[config.mk]
export PLATFORM = sky130hd
export DESIGN_NAME = dma_init_sequencer_flat
export DESIGN_NICKNAME = d
export VERILOG_FILES = /design/src/rtl/dma_init_if.sv /design/src/rtl/dma_init_sequencer.sv /design/src/flat_wrapper.sv
export SDC_FILE = /design/constraint.sdc
export NUM_CORES = 1
export LEC_CHECK = 0
export CAP_MARGIN = 20
export CORE_UTILIZATION = 60
export CTS_BUF_LIST = sky130_fd_sc_hd__clkbuf_2
export DETAILED_ROUTE_END_ITERATION = 10
export DONT_BUFFER_PORTS = 1
export HOLD_SLACK_MARGIN = 0.08
export PLACE_DENSITY = 0.76
export SYNTH_ARGS = -nofsm -noshare
export SYNTH_HDL_FRONTEND = slang
export SYNTH_SLANG_ARGS = --single-unit
[constraint.sdc]
create_clock -name clk -period 5.8 [get_ports clk]
set_input_delay 1.45 -clock clk [delete_from_list [all_inputs] [get_ports clk]]
set_output_delay 1.45 -clock clk [all_outputs]
set_load 0.005 [all_outputs]
[src/rtl/dma_init_if.sv]
// Init request/completion pair between the init sequencer and the DMA AXI-Lite write master.
// Handshake: the master holds a one-hot slaveInit until the slave returns an identical slaveFinInit; a zero cycle always separates requests.
interface dma_init_if #(
  parameter int N = 8
) ();
  logic [N-1:0] slaveInit;
  logic [N-1:0] slaveFinInit;

  modport master (output slaveInit, input slaveFinInit);
  modport slave  (input slaveInit, output slaveFinInit);
endinterface

[src/rtl/dma_init_sequencer.sv]
// Walks the DMA init tasks in index order, one one-hot request at a time, with skip mask,
// per-task timeout, abort, completion/error reporting and a saturating cycle profile.
module dma_init_sequencer #(
  parameter int DMA_INIT_TASK_CNT = 8,
  parameter int IDX_WIDTH         = 4,
  parameter int TIMEOUT_WIDTH     = 16,
  parameter int PROFILE_WIDTH     = 32
) (
  input  logic                         clk,
  input  logic                         reset,
  input  logic                         start,
  input  logic                         abort,
  input  logic [DMA_INIT_TASK_CNT-1:0] taskMask,
  input  logic [TIMEOUT_WIDTH-1:0]     timeoutLimit,
  dma_init_if.master                   init_if,
  output logic                         busy,
  output logic                         done,
  output logic                         error,
  output logic [1:0]                   errCode,
  output logic [IDX_WIDTH-1:0]         errTaskIdx,
  output logic [PROFILE_WIDTH-1:0]     profileCycles,
  output logic [2:0]                   state_dbg_o
);

  typedef enum logic [2:0] {
    S_IDLE  = 3'd0,
    S_SCAN  = 3'd1,
    S_ISSUE = 3'd2,
    S_DONE  = 3'd3,
    S_ERROR = 3'd4
  } state_e;

  localparam logic [IDX_WIDTH-1:0] LAST_IDX = IDX_WIDTH'(DMA_INIT_TASK_CNT);

  state_e                         state_q, state_d;
  logic [IDX_WIDTH-1:0]           idx_q, idx_d;
  logic [DMA_INIT_TASK_CNT-1:0]   mask_q, mask_d;
  logic [TIMEOUT_WIDTH-1:0]       tlim_q, tlim_d;
  logic [TIMEOUT_WIDTH-1:0]       tcnt_q, tcnt_d;
  logic [DMA_INIT_TASK_CNT-1:0]   init_q, init_d;
  logic                           busy_q, busy_d;
  logic                           done_q, done_d;
  logic                           err_q, err_d;
  logic [1:0]                     code_q, code_d;
  logic [IDX_WIDTH-1:0]           eidx_q, eidx_d;
  logic [PROFILE_WIDTH-1:0]       prof_q, prof_d;

  logic [DMA_INIT_TASK_CNT-1:0]   idx_onehot;
  logic                           task_enabled;
  logic                           fin_match;
  logic                           timed_out;

  // Shifting by the terminal index yields zero, so the mask test is safe there too.
  assign idx_onehot   = DMA_INIT_TASK_CNT'(1) << idx_q;
  assign task_enabled = |(mask_q & idx_onehot);
  assign fin_match    = (init_if.slaveFinInit == init_q);
  assign timed_out    = (tlim_q != '0) && (tcnt_q == tlim_q - TIMEOUT_WIDTH'(1)) && !fin_match;

  always_comb begin
    state_d = state_q;
    idx_d   = idx_q;
    mask_d  = mask_q;
    tlim_d  = tlim_q;
    tcnt_d  = tcnt_q;
    init_d  = init_q;
    err_d   = err_q;
    code_d  = code_q;
    eidx_d  = eidx_q;
    prof_d  = prof_q;

    if ((state_q == S_SCAN || state_q == S_ISSUE) && prof_q != '1) begin
      prof_d = prof_q + PROFILE_WIDTH'(1);
    end

    unique case (state_q)
      S_IDLE: begin
        if (start) begin
          mask_d  = taskMask;
          tlim_d  = timeoutLimit;
          idx_d   = '0;
          prof_d  = '0;
          err_d   = 1'b0;
          code_d  = 2'b00;
          state_d = S_SCAN;
        end
      end
      S_SCAN: begin
        if (abort) begin
          err_d   = 1'b1;
          code_d  = 2'b10;
          eidx_d  = idx_q;
          state_d = S_ERROR;
        end else if (idx_q == LAST_IDX) begin
          state_d = S_DONE;
        end else if (task_enabled) begin
          init_d  = idx_onehot;
          tcnt_d  = '0;
          state_d = S_ISSUE;
        end else begin
          idx_d = idx_q + IDX_WIDTH'(1);
        end
      end
      S_ISSUE: begin
        // Abort is deliberately not looked at here: an in-flight write is never cut.
        if (fin_match) begin
          init_d  = '0;
          idx_d   = idx_q + IDX_WIDTH'(1);
          state_d = S_SCAN;
        end else if (timed_out) begin
          init_d  = '0;
          err_d   = 1'b1;
          code_d  = 2'b01;
          eidx_d  = idx_q;
          state_d = S_ERROR;
        end else begin
          tcnt_d = tcnt_q + TIMEOUT_WIDTH'(1);
        end
      end
      S_DONE:  state_d = S_IDLE;
      S_ERROR: state_d = S_IDLE;
      default: state_d = S_IDLE;
    endcase

    busy_d = (state_d == S_SCAN) || (state_d == S_ISSUE) || (state_d == S_DONE);
    done_d = (state_d == S_DONE);
  end

  always_ff @(posedge clk or negedge reset) begin
    if (!reset) begin
      state_q <= S_IDLE;
      idx_q   <= '0;
      mask_q  <= '0;
      tlim_q  <= '0;
      tcnt_q  <= '0;
      init_q  <= '0;
      busy_q  <= 1'b0;
      done_q  <= 1'b0;
      err_q   <= 1'b0;
      code_q  <= 2'b00;
      eidx_q  <= '0;
      prof_q  <= '0;
    end else begin
      state_q <= state_d;
      idx_q   <= idx_d;
      mask_q  <= mask_d;
      tlim_q  <= tlim_d;
      tcnt_q  <= tcnt_d;
      init_q  <= init_d;
      busy_q  <= busy_d;
      done_q  <= done_d;
      err_q   <= err_d;
      code_q  <= code_d;
      eidx_q  <= eidx_d;
      prof_q  <= prof_d;
    end
  end

  assign init_if.slaveInit = init_q;
  assign busy              = busy_q;
  assign done              = done_q;
  assign error             = err_q;
  assign errCode           = code_q;
  assign errTaskIdx        = eidx_q;
  assign profileCycles     = prof_q;
  assign state_dbg_o       = state_q;

endmodule

[src/flat_wrapper.sv]
// flat-port wrapper written by rule: the top's interface ports become plain ports
module dma_init_sequencer_flat 
#(
  parameter int DMA_INIT_TASK_CNT = 8,
  parameter int IDX_WIDTH         = 4,
  parameter int TIMEOUT_WIDTH     = 16,
  parameter int PROFILE_WIDTH     = 32
)
  (clk, reset, start, abort, taskMask, timeoutLimit, busy, done, error, errCode, errTaskIdx, profileCycles, state_dbg_o, init_if_slaveInit, init_if_slaveFinInit);
  dma_init_if #(.N((8))) init_if_i ();
  input  logic clk;
  input  logic reset;
  input  logic start;
  input  logic abort;
  input  logic [DMA_INIT_TASK_CNT-1:0] taskMask;
  input  logic [TIMEOUT_WIDTH-1:0] timeoutLimit;
  output logic busy;
  output logic done;
  output logic error;
  output logic [1:0] errCode;
  output logic [IDX_WIDTH-1:0] errTaskIdx;
  output logic [PROFILE_WIDTH-1:0] profileCycles;
  output logic [2:0] state_dbg_o;
  output wire logic [$bits(init_if_i.slaveInit)-1:0] init_if_slaveInit;
  input wire logic [$bits(init_if_i.slaveFinInit)-1:0] init_if_slaveFinInit;
  assign init_if_slaveInit = init_if_i.slaveInit;
  assign init_if_i.slaveFinInit = init_if_slaveFinInit;
  dma_init_sequencer #(.DMA_INIT_TASK_CNT(DMA_INIT_TASK_CNT), .IDX_WIDTH(IDX_WIDTH), .TIMEOUT_WIDTH(TIMEOUT_WIDTH), .PROFILE_WIDTH(PROFILE_WIDTH)) u_core (.clk(clk), .reset(reset), .start(start), .abort(abort), .taskMask(taskMask), .timeoutLimit(timeoutLimit), .init_if(init_if_i), .busy(busy), .done(done), .error(error), .errCode(errCode), .errTaskIdx(errTaskIdx), .profileCycles(profileCycles), .state_dbg_o(state_dbg_o));
endmodule
==> run_1/congestion.png <==
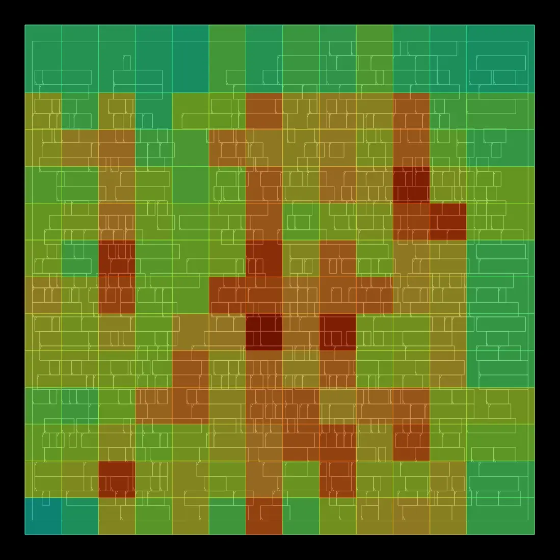
DR WL/cell: 17.0 um
Global Route Usage Sum: 24.8%

==> run_1/flops_by_reg.png <==
The bar under the picture is 20 um long. Other sequential cells in the stronger gray, the rest of the logic in the fainter gray.
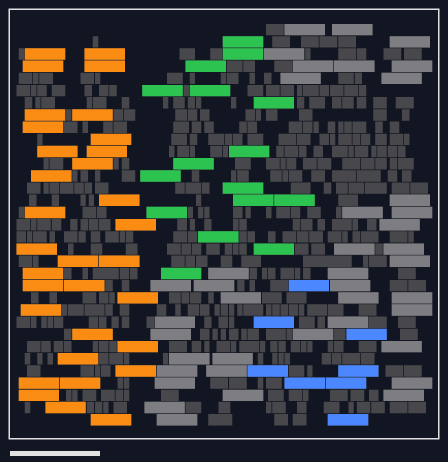
Key: u_core.tcnt_q = green [flops 16]; u_core.profileCycles = orange [flops 32, where a column on the left]; u_core.init_if.slaveInit = blue [flops 8, where south-east]
Another 40 sequential cells are not colored.

==> run_1/io_fan.png <==
The bar under the picture is 20 um long.
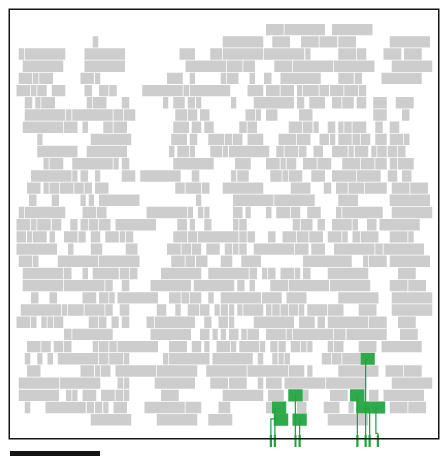
Key: init_if_slaveFinInit = green [bits 8, direction input, edge south, end cells 8, buffers 0, wire 66.7 um]

==> flow_summary.toml, run 1 <==
# flow metrics
[placed_design]
io_buffers = 0
gp_congestion = 0.843
detailed_place_hpwl_um = 7560

[logic_synthesis]
ys_area_sq_um = 5250
syn_nets = 567
synth_cell_types = 61

[cts]
cts_sinks = 96
htreeDepth = 3
post_cts_buffers = 0
clk_pin_slew_ns = 0.29

[critical_path]
rr_endpoint = "u_core.init_if.slaveInit[6]"
startpoint = "u_core.tlim_q[0]"
worst_path_max_delay_cell = "or4b_4"
r2r_start = "u_core.tlim_q[0]"
required_ns = 6.28
worst_setup_path_start_kind = "register"
critPathTopFamily = "AND-OR/OR-AND gates"
worst_setup_path_end_kind = "register"
r2r_slack_ns = 2.20

[cells_and_area]
final_util_pct = 65.1
num_antenna_cells = 0
nNetsFinal = 560

[pwr]
p_comb_share_pct = 36.9
p_sw_share_pct = 41.0
p_switching_uw = 934

[sta]
relSlewSlack_pct = 44.5
tns_ns = 0
finalCriticalPeriod_ns = 3.60
tightestPinTransition_ns = 0.830
fin_crit_sh_pct = 62.0

[run_status]
status = "finished, final reports clean"

[job]
openroad.warnings = 31

[die]
ios = 88
die_h_um = 95.5

[global_routing]
busiest_layer = "met2"

[route]
met1_length_um = 4740
ant_nets = 0
drt_iter0_drc = 216
==> run 1: cell type report <==
cell class,count,area (sq um)
repair buffers,2,15.0
well taps,105,131
multi-input cells,389,2700
fillers,690,2910
flip-flops and latches,96,2400
inverters,16,60.1
clock buffers,9,45.0
clock inverters,7,77.6
==> run 1: stage by stage <==
stage / setup WS, ns / power (uW) / cells / hold WS (ns) / instance area [sq um]
floorplan: 2.70 / 1750 / 521 / 0.474 / 5250
global placement: 2.15 / 1910 / 608 / 0.487 / 5310
detailed placement: 2.08 / 1950 / 608 / 0.494 / 5310
CTS: 2.20 / 2290 / 624 / 0.487 / 5430
global route: 1.94 / 2450 / 624 / 0.471 / 5430
finish: 2.20 / 2280 / 624 / 0.536 / 5430
==> run 1: cell usage in the layout, fill, tap and decap left out, drive strengths merged, types with 3 or more instances in the layout <==
master,Yosys,final
dfrtp,96,96
nor2,50,50
nand2,43,43
mux2,32,32
xor2,27,27
xnor2,27,27
nand3,25,25
inv,16,19
a21oi,17,17
and3,15,15
o21ai,14,14
nand4,13,13
o211ai,12,12
or4b,11,11
or3,10,10
ha,10,10
nor3,10,10
mux2i,9,9
clkbuf,13,9
nor4,9,9
nand2b,7,7
and2,4,4
a21o,4,4
or2,4,4
nor4b,4,4
and4,3,3
==> run 1: kinds of logic after synthesis <==
group | synth area share (%)
muxes | 8.59
adders and majority gates | 2.38
AOI/OAI and AO/OA | 9.06
buffers and inverters | 2.84
xor gates and xnor gates | 9.02
and+or+nand+nor | 22.3
DFF | 45.8
==> run 1: power by group through the flow <==
stage | Combinational (uW) | Sequential, uW | Clock (uW)
floorplan | 742 | 1010 | 0
global placement | 809 | 1100 | 0
detailed placement | 841 | 1110 | 0
CTS | 848 | 1100 | 349
global route | 940 | 1130 | 373
finish | 842 | 1100 | 338
==> run_1/layer_met1.png <==
The bar under the picture is 20 um long. Supply wires on this layer in gray.
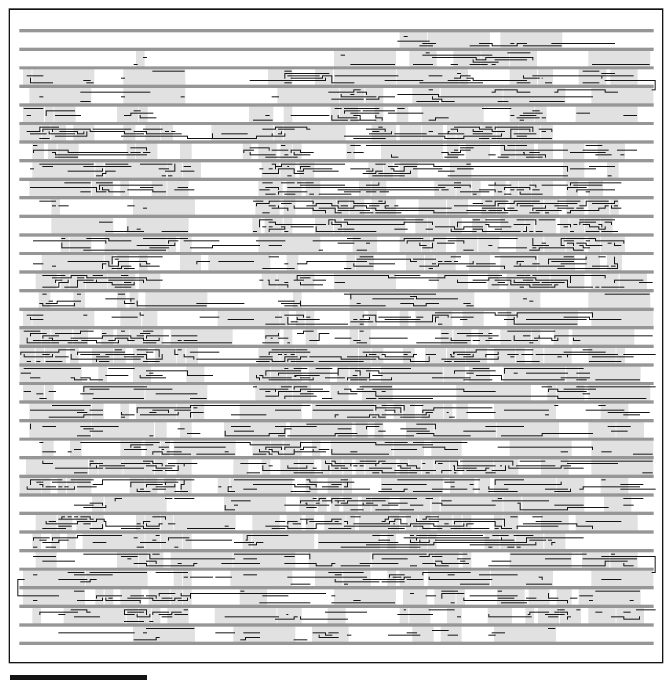

## Run 2: what changed since run 1
==> constraint.sdc (replaced) <==
create_clock -name clk -period 3.65 [get_ports clk]
set_input_delay 0.9125 -clock clk [delete_from_list [all_inputs] [get_ports clk]]
set_output_delay 0.9125 -clock clk [all_outputs]
set_load 0.005 [all_outputs]
==> run_2/layer_met1.png <==
The bar under the picture is 20 um long. Supply wires on this layer in gray.
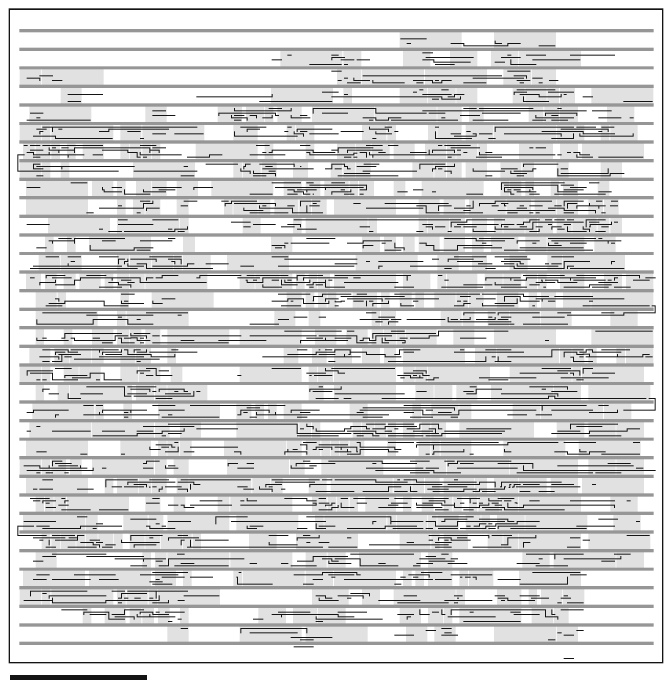
The longest straight run is 26.7 um. The layer carries 4670 um of wire. 512 nets have wire on it.

==> run_2/congestion.png <==
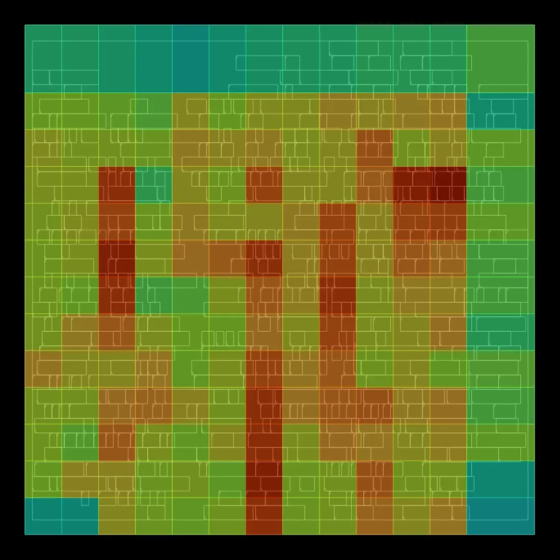
DR WL/cell: 17.2 um
Most Crowded Layer GR: met2
M1 GR Usage: 33.1%
Global Route Usage Sum: 25.4%

==> run 2 against run 1 <==
Via count grew 1.9%; non-clock buffer count rose by 3; count of clock-buffer cells in the layout unchanged; power is 62% higher; maximum frequency rose by 6.7%; first-iteration DRC count is 20% lower; critical path type unchanged; highest routed layer unchanged.
==> flow_summary.toml, run 2 <==
# flow metrics
[sta]
relSlewSlack_pct = 49.2
tightestPinTransition_ns = 0.754
fin_crit_sh_pct = 92.3
setup_ws_ns = 0.279
finalCriticalPeriod_ns = 3.37

[logic_synthesis]
ys_sh_mux_pct = 8.59
logic_family = "simple AND/OR/NAND/NOR gates"
ys_sh_aoi_pct = 9.06
xor_share_pct = 9.02
syn_nets = 567
synth_cell_types = 61

[placed_design]
detailed_place_hpwl_um = 7700
io_buffers = 0

[cells_and_area]
num_antenna_cells = 0
final_util_pct = 65.8
final_cell_area_sq_um = 5480
mostFrequentLayoutCell = "dfrtp_1"
nNetsFinal = 563

[run_status]
status = "finished, final reports clean"

[die]
die_h_um = 95.5
ios = 88

[pwr]
top_power_group = "registers"
p_comb_share_pct = 37.5
p_switching_uw = 1530
p_clk_uw = 562
p_sw_share_pct = 41.5

[cts]
htreeDepth = 3
cts_sinks = 96
post_cts_buffers = 0
clk_pin_slew_ns = 0.30

[route]
drt_iter0_drc = 173

[job]
openroad.warnings = 31

[critical_path]
worst_setup_path_end_kind = "register"
==> run_2/flops_by_reg.png <==
The bar under the picture is 20 um long. Other sequential cells in the stronger gray, the rest of the logic in the fainter gray.
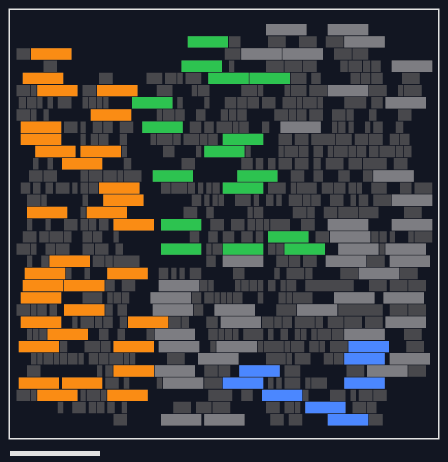
Key: u_core.init_if.slaveInit = blue [flops 8, where south-east]; u_core.profileCycles = orange [flops 32, where a column on the left]; u_core.tcnt_q = green [flops 16]
Another 40 sequential cells are not colored.

[run 2: cells by family after synthesis]
| group | count (synthesis) |
|---|---|
| simple gates | 215 |
| compound gates | 69 |
| fa+ha+maj | 10 |
| xor+xnor | 54 |
| buf+inv | 36 |
| mux | 41 |
| flops | 96 |
[run 2: layout make-up]
cell class,count,area (sq um)
Tap cell,105,131
Multi-Input combinational cell,389,2700
Fill cell,683,2860
Timing Repair Buffer,5,57.6
Sequential cell,96,2400
Inverter,16,60.1
Clock buffer,9,45.0
Clock inverter,7,86.3
[run 2: how the worst max path moves through the flow]
stage	start	to	cells after the start
CTS	u_core.tlim_q[0]	u_core.init_if.slaveInit[6]	9
detailed placement	u_core.tlim_q[0]	u_core.init_if.slaveInit[6]	9
finish	u_core.tlim_q[0]	u_core.init_if.slaveInit[6]	9
floorplan	u_core.tlim_q[0]	u_core.init_if.slaveInit[4]	10
global route	u_core.tlim_q[0]	u_core.errTaskIdx[3]	10
global placement	u_core.tlim_q[0]	u_core.init_if.slaveInit[6]	9
[run 2: through the flow]
step | hold slack [ns] | total power, uW | std cells
floorplan | 0.474 | 2780 | 521
global placement | 0.487 | 3050 | 610
detailed placement | 0.495 | 3120 | 610
CTS | 0.212 | 3700 | 627
global route | 0.197 | 3960 | 627
finish | 0.231 | 3690 | 627
[run 2: layer usage]
| metal | share of wire (%) | global-route usage [%] | up-vias |
|---|---|---|---|
| met1 | 43 | 33.1 | 1903 |
| met5 | 0 | 0 | - |
| met4 | 1.2 | 7.84 | 0 |
| met2 | 48 | 42.1 | 134 |
| met3 | 6.9 | 5.74 | 15 |
| li1 | - | - | 1852 |
## Run 3: what changed since run 2
--- a/config.mk
+++ b/config.mk
@@ -6,6 +6,7 @@
 export NUM_CORES = 1
 export LEC_CHECK = 0
 export CAP_MARGIN = 20
+export CORE_MARGIN = 5
 export CORE_UTILIZATION = 60
 export CTS_BUF_LIST = sky130_fd_sc_hd__clkbuf_2
 export DETAILED_ROUTE_END_ITERATION = 10
==> run 3 against run 2 <==
Critical path type unchanged; final cell count is 0.32% higher; highest routed layer unchanged; sequential power hardly changed; utilization is 2.6 points lower; register-to-register slack better by 0.21 ns; critical endpoint is now u_core.tcnt_q[13]; area after synthesis stayed put; largest power group unchanged.
==> flow_summary.toml, run 3 <==
# flow metrics
[critical_path]
worst_path_max_delay_cell = "or4b_2"
crit_cells = 11
r2r_slack_ns = 0.49
critPathTopFamily = "simple AND/OR/NAND/NOR gates"
worst_setup_path_start_kind = "register"
rr_endpoint = "u_core.tcnt_q[13]"
r2r_start = "u_core.tlim_q[0]"
startpoint = "u_core.tlim_q[0]"
required_ns = 4.14

[placed_design]
detailed_place_hpwl_um = 8030
gp_congestion = 0.847
post-place-ws_ns = 0.543

[sta]
fin_crit_sh_pct = 86.6
relSlewSlack_pct = 45.1
setup_ws_ns = 0.487
tns_ns = 0
tightestPinTransition_ns = 0.814
finalCriticalPeriod_ns = 3.16

[logic_synthesis]
syn_nets = 567
ys_area_sq_um = 5250
synth_cell_types = 61

[job]
openroad.warnings = 31

[cts]
post_cts_buffers = 0
htreeDepth = 3
clk_pin_slew_ns = 0.28

[route]
drt_iter0_drc = 203
wire_per_inst_um = 17.6
ant_nets = 0

[cells_and_area]
final_layout_top_logic_cells = "96 x dfrtp_1, 50 x nor2_1, 43 x nand2_1, 29 x mux2_2"
nNetsFinal = 562

[die]
ios = 88
die_h_um = 104

[run_status]
status = "finished, final reports clean"
run 3: cell counts after synthesis:
Identical to the previous run, type by type.
run 3: kinds of logic (layout without fill, tap and decap cells):
kind of cell / count (synthesis) / in the layout / synth area share (%)
AND/OR/NAND/NOR: 215 / 215 / 22.3
XOR/XNOR: 54 / 54 / 9.02
multiplexers: 41 / 41 / 8.59
adder cells (fa/ha/maj): 10 / 10 / 2.38
flip-flops: 96 / 96 / 45.8
AND-OR/OR-AND: 69 / 69 / 9.06
buffers and inverters: 36 / 36 / 2.84
run 3: final cells by class:
cell class | instances | area (sq um)
Clock buffer | 10 | 50.0
Clock inverter | 6 | 52.6
Fill cell | 760 | 3180
Inverter | 16 | 60.1
Multi-Input combinational cell | 389 | 2700
Sequential cell | 96 | 2400
Tap cell | 108 | 135
Timing Repair Buffer | 4 | 50.0
run 3: metal layers:
metal / global-route usage, % / routed length [um] / up-vias
met5: 0 / 0 / -
met4: 6.56 / 158 / 0
met3: 6.34 / 701 / 18
met2: 32.8 / 5390 / 124
met1: 26.5 / 4820 / 1912
li1: - / - / 1864
run 3: per-stage QoR:
step / total power [uW] / utilization, % / cells / cell area (sq um) / hold WS, ns
finish: 3600 / 63.1 / 629 / 5450 / 0.246
detailed placement: 3130 / 61.6 / 612 / 5320 / 0.499
floorplan: 2780 / - / 521 / 5250 / 0.474
global route: 3880 / 63.1 / 629 / 5450 / 0.185
CTS: 3630 / 63.1 / 629 / 5450 / 0.207
global placement: 3050 / 61.6 / 612 / 5320 / 0.487
run 3: power by group:
group	internal, uW	switching (uW)	total (uW)	leakage, uW
Combinational	642	734	1380	0.00103
Clock	104	376	481	0.0000611
Sequential	1340	406	1750	0.00127
==> run_3/congestion.png <==
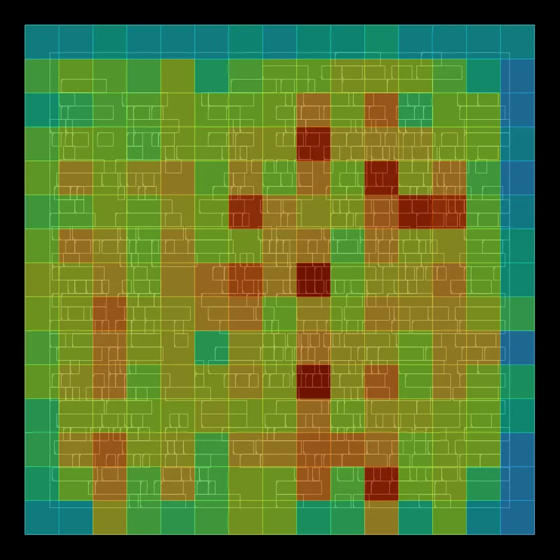
GR Layer Usage met3: 6.34%
Global Route Usage Sum: 20.5%
fin util: 63.1%
M2 GR Usage: 32.8%
M1 GR Usage: 26.5%

==> run_3/flops_by_reg.png <==
The bar under the picture is 20 um long. Other sequential cells in the stronger gray, the rest of the logic in the fainter gray.
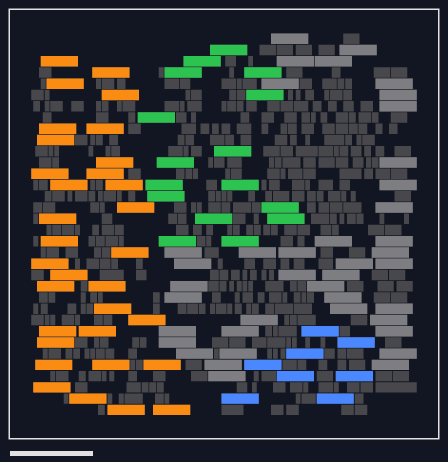
Key: u_core.tcnt_q = green [flops 16]; u_core.profileCycles = orange [flops 32, where a column on the left]; u_core.init_if.slaveInit = blue [flops 8]

==> run_3/wires.png <==
Only two layers are drawn.
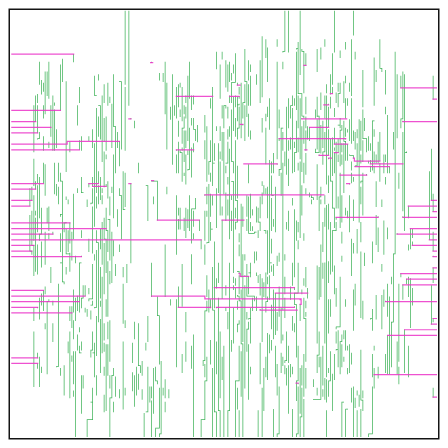
Key: metal 3 = magenta [wire length 702 um]; metal 2 = green [wire length 5390 um]

No activity file was given, so power comes from the tool's default toggle rates.
